**Cell sizes after repair**

Scale bar: 50 um.
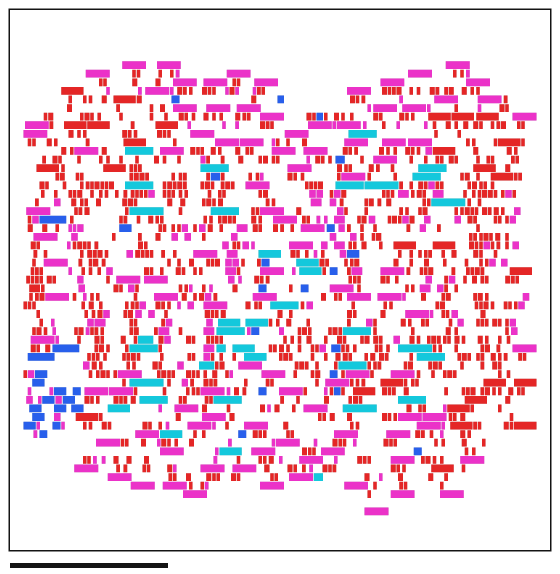
**Clock wires, drivers and flops**

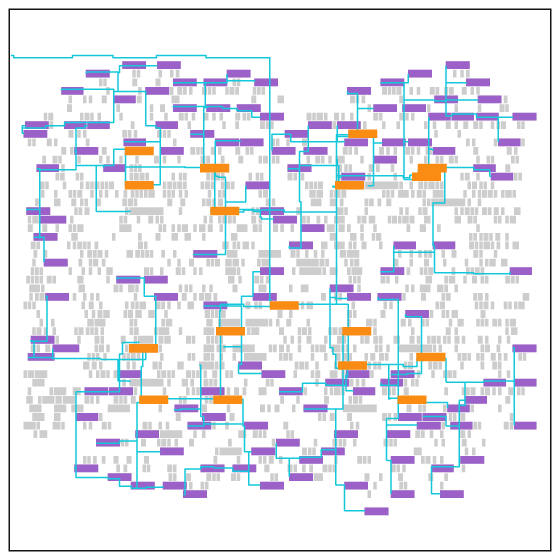
**Placed cells, one color a class**

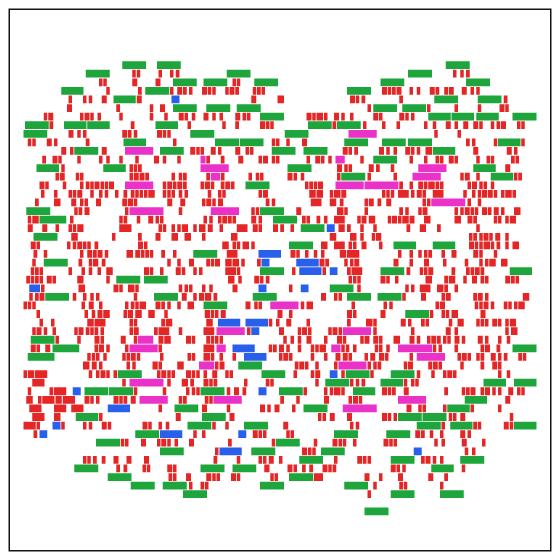
`src/rtl/regfile_pkg.sv`:
```
// Shared constants for the 2-read/1-write register file: default geometry and
// the read-latency encodings.
package regfile_pkg;

    localparam int unsigned DEFAULT_DW   = 16;
    localparam int unsigned DEFAULT_NREG = 8;

    localparam int unsigned RL_COMB = 0;
    localparam int unsigned RL_REG  = 1;

endpackage

```
`src/rtl/regfile_read_port.sv`:
```
// One read port: index mux over storage and busy bits, with an optional output
// register that bypasses this edge's write/claim so it shows post-edge state.
module regfile_read_port
    import regfile_pkg::*;
#(
    parameter int unsigned DW       = DEFAULT_DW,
    parameter int unsigned NREG     = DEFAULT_NREG,
    parameter int unsigned READ_LAT = RL_COMB,
    localparam int unsigned AW      = $clog2(NREG)
) (
    input  logic                     clk,
    input  logic                     reset,
    input  logic [NREG-1:0][DW-1:0]  regs,
    input  logic [NREG-1:0]          busy,
    input  logic [AW-1:0]            readnum,
    input  logic                     wr_en,
    input  logic [AW-1:0]            wr_idx,
    input  logic [DW-1:0]            wr_data,
    input  logic                     claim_en,
    input  logic [AW-1:0]            claim_idx,
    output logic [DW-1:0]            data_out,
    output logic                     busy_out
);

    logic [DW-1:0] data_q, data_d;
    logic          busy_q, busy_d;
    logic          wr_hit, claim_hit;

    always_comb begin
        wr_hit    = wr_en && (wr_idx == readnum);
        claim_hit = claim_en && (claim_idx == readnum);
        data_d    = wr_hit ? wr_data : regs[readnum];
        // Claim wins over a same-index write, matching the scoreboard update.
        busy_d    = claim_hit || (busy[readnum] && !wr_hit);
    end

    always_ff @(posedge clk) begin
        if (reset) begin
            data_q <= '0;
            busy_q <= 1'b0;
        end else begin
            data_q <= data_d;
            busy_q <= busy_d;
        end
    end

    // Constant select; the unused path is pruned by synthesis.
    assign data_out = (READ_LAT == RL_REG) ? data_q : regs[readnum];
    assign busy_out = (READ_LAT == RL_REG) ? busy_q : busy[readnum];

endmodule

```
`src/rtl/regfile_2r1w.sv`:
```
// Parametrised register file: two read ports, one write port, synchronous clear
// and a per-register busy scoreboard for multicycle writers.
module regfile_2r1w
    import regfile_pkg::*;
#(
    parameter int unsigned DW       = DEFAULT_DW,
    parameter int unsigned NREG     = DEFAULT_NREG,
    parameter int unsigned READ_LAT = RL_COMB,
    parameter bit          ZERO_R0  = 1'b0,
    localparam int unsigned AW      = $clog2(NREG)
) (
    input  logic            clk,
    input  logic            reset,
    input  logic [DW-1:0]   data_in,
    input  logic [AW-1:0]   writenum,
    input  logic            write,
    input  logic [AW-1:0]   readnum_a,
    input  logic [AW-1:0]   readnum_b,
    output logic [DW-1:0]   data_out_a,
    output logic [DW-1:0]   data_out_b,
    input  logic            claim,
    input  logic [AW-1:0]   claimnum,
    output logic            busy_a,
    output logic            busy_b,
    output logic [NREG-1:0] busy_vec
);

    logic [NREG-1:0][DW-1:0] regs_q, regs_d;
    logic [NREG-1:0]         busy_q, busy_d;
    logic [NREG-1:0]         wr_onehot, claim_onehot;
    logic                    wr_ok, claim_ok;

    // With ZERO_R0, R0 is never written or claimed, so it stays at its reset value.
    assign wr_ok    = write && !(ZERO_R0 && (writenum == '0));
    assign claim_ok = claim && !(ZERO_R0 && (claimnum == '0));

    always_comb begin
        for (int i = 0; i < NREG; i++) begin
            wr_onehot[i]    = wr_ok && (writenum == AW'(i));
            claim_onehot[i] = claim_ok && (claimnum == AW'(i));
        end
    end

    always_comb begin
        for (int i = 0; i < NREG; i++) begin
            regs_d[i] = wr_onehot[i] ? data_in : regs_q[i];
        end
        busy_d = (busy_q & ~wr_onehot) | claim_onehot;
    end

    always_ff @(posedge clk) begin
        if (reset) begin
            regs_q <= '0;
            busy_q <= '0;
        end else begin
            regs_q <= regs_d;
            busy_q <= busy_d;
        end
    end

    assign busy_vec = busy_q;

    regfile_read_port #(
        .DW       (DW),
        .NREG     (NREG),
        .READ_LAT (READ_LAT)
    ) u_port_a (
        .clk       (clk),
        .reset     (reset),
        .regs      (regs_q),
        .busy      (busy_q),
        .readnum   (readnum_a),
        .wr_en     (wr_ok),
        .wr_idx    (writenum),
        .wr_data   (data_in),
        .claim_en  (claim_ok),
        .claim_idx (claimnum),
        .data_out  (data_out_a),
        .busy_out  (busy_a)
    );

    regfile_read_port #(
        .DW       (DW),
        .NREG     (NREG),
        .READ_LAT (READ_LAT)
    ) u_port_b (
        .clk       (clk),
        .reset     (reset),
        .regs      (regs_q),
        .busy      (busy_q),
        .readnum   (readnum_b),
        .wr_en     (wr_ok),
        .wr_idx    (writenum),
        .wr_data   (data_in),
        .claim_en  (claim_ok),
        .claim_idx (claimnum),
        .data_out  (data_out_b),
        .busy_out  (busy_b)
    );

endmodule

```
`config.mk`:
```
export PLATFORM = sky130hd
export DESIGN_NAME = regfile_2r1w
export DESIGN_NICKNAME = d
export VERILOG_FILES = /design/src/rtl/regfile_pkg.sv /design/src/rtl/regfile_read_port.sv /design/src/rtl/regfile_2r1w.sv
export SDC_FILE = /design/constraint.sdc
export NUM_CORES = 1
export LEC_CHECK = 0
export ABC_AREA = 1
export CORE_MARGIN = 4
export CORE_UTILIZATION = 30
export CTS_CLUSTER_DIAMETER = 60
export CTS_CLUSTER_SIZE = 10
export DETAILED_ROUTE_END_ITERATION = 8
export DONT_BUFFER_PORTS = 1
export PLACE_DENSITY = 0.45
export SETUP_SLACK_MARGIN = 0.3
export SYNTH_ARGS = -nofsm -noshare
export SYNTH_HDL_FRONTEND = slang
export SYNTH_SLANG_ARGS = --single-unit
export TNS_END_PERCENT = 50
```
`constraint.sdc`:
```
create_clock -name clk -period 1.7 [get_ports clk]
set_input_delay 0.34 -clock clk [delete_from_list [all_inputs] [get_ports clk]]
set_output_delay 0.34 -clock clk [all_outputs]
set_load 0.005 [all_outputs]
```
==> summary.txt <==
fresh numbers from the pnr run: gr ovfl total=0, Post-Syn Nets=between 1k and 1.5k, Clock Root Buffer=clkbuf_16, first-pass GRT wire length=roughly 47000 um, most numerous cell in the Yosys netlist=nand2_1, ratio of final minimum period to clock period=0.898, reg2reg start=regs_q[22], drt pass-1 iters=5, Slew headroom=0.655, Leak=4.43 nW, CTS Buf Count=17, vias per cell=between 4 and 5, worst setup path end=data_out_b[13], RSZ-0062 raised after global routing=true, Ys Warns=0, register area share after synthesis=0.341, CP startpoint=regs_q[13], critical path's largest stage delay=0.33 ns, CP arrival=between 1 and 1.5 ns, status=finished clean, Synth async-reset ratio=0, path depth of the worst reg2reg path=3, Die Width=approximately 170 um, Max-Cap Viols=0, minimum clock period=1.53 ns, Slew Viols, Final=0, site row count=roughly 60, CTS sink cnt=approximately 140, Post-CTS Hold Buffers=1, RR Endpoint=regs_q[22], Worst Skew=0 ns, Log Warnings=28, Dominant flop cell=dfxtp_1, met3 Usage GRT=0.0518, Port Buffers=0, DP Cell Count=roughly 1.7k, CP startpoint kind=register, final wirelength=approximately 30000 um, Post-Syn Area=between 7000 and 8000 um^2, post-route ant nets=0, crit end category=output pin, Die ar.=approximately 30000 um^2, Pwr Density=~950 nW/um^2, Worst Path Buf+Inv=1, Synth top cells by count=nand2_1 (460), nor2_1 (260), inv_1 (143), hold worst-path end=regs_q[112], critical path depth=6, met2 global-route usage=0.335, Layout fillers=just under 3k, Final Hold Viols=0, Area Growth Syn to Fin=17.1%, global-route usage over all layers=0.209, routed length per placed instance=roughly 18 um, final setup vio count=0, Cell Type Count=24, vias in the first global route=roughly 8.1k, Post-synth EDFFs=0, cts repair resizes=around 130, initial antenna violation count=1, vias=around 8k, worst hold path stage count=2, Placer Congestion=~0.83, VDD IR-drop max=approximately 0.43 mV, # IOs=about 74, post-synth top area cell=dfxtp_1, min-delay src=data_in[0], fin nets=roughly 1.4k, layout cells sized above 1=0.252, min-delay worst type=in2reg
-- 'cell sizes after repair' (at the start) --
x2: shown in magenta, cells 270, share 20%. x3 and x4: shown in blue, cells 35, share 2.6%. x6 and larger: shown in cyan, cells 37, share 2.7%. x1 and smaller: shown in red, cells 1016, share 75%.

-- 'clock wires, drivers and flops' (at the start) --
flip-flops: shown in purple, count 136. clock wires: shown in cyan, length 2330 um. clock-net drivers: shown in orange, count 17.
Position of the flops: widely spread.

-- 'placed cells, one color a class' (at the start) --
remaining buffers and delay cells: shown in blue, cells 25. registers: shown in green, cells 136. clock drivers and dummy loads: shown in magenta, cells 30. remaining logic cells: shown in red, cells 1167.

==> layout by cell type, fill, tap and decap left out, types with 17 or more instances in the layout <==
cell type,count
dfxtp_1,28
inv_1,78
nand2_1,387
dfxtp_2,105
nand2_2,74
o21ai_0,126
clkbuf_16,17
inv_2,74
nor2_1,260
nand3_1,122
==> layout make-up <==
class	count	area, um^2	share of cell area
Inverter	161	618	0.0661
Tap cell	335	419	0.0448
Timing Repair Buffer	25	315	0.0337
Sequential cell	136	2870	0.306
Clock inverter	11	220	0.0235
Multi-Input combinational cell	1006	4460	0.477
Clock buffer	19	453	0.0484
==> metrics by stage <==
| step | setup WS (ns) | utilization | hold WS [ns] | cell area (um^2) | total power, mW |
|---|---|---|---|---|---|
| 3_3_place_gp | 0.310 | 0.316 | 0.411 | 8250 | 4.51 |
| 6_report | 0.173 | 0.358 | 0.0398 | 9360 | 8.92 |
| 4_1_cts | 0.147 | 0.348 | 0.0297 | 9100 | 8.95 |
| 2_1_floorplan | 0.307 | - | 0.453 | 8070 | 4.31 |
| 3_5_place_dp | 0.300 | 0.316 | 0.412 | 8250 | 4.52 |
| 5_1_grt | 0.100 | 0.358 | 0.0407 | 9360 | 9.29 |
==> report_power, final <==
part / switching (mW) / internal, mW / total, mW
Sequential: 0.0663 / 3.31 / 3.38
Combinational: 0.751 / 0.414 / 1.16
Clock: 1.55 / 2.82 / 4.37
==> routing by layer <==
metal	vias to the layer above	share of wire
li1	4138	-
met1	3786	0.46
met2	229	0.44
met3	35	0.074
met4	0	0.020
met5	-	0
==> sequential cells by signal (all words and copies together) (netlist names) <==
signal    cells
busy_vec      8
regs_q      128
==> kinds of logic after synthesis <==
family          synth area share
buf+inv                    0.133
compound gates            0.0852
simple gates               0.441
flops                      0.341
Power figures rest on the tool's default switching activity, not on a simulated workload.
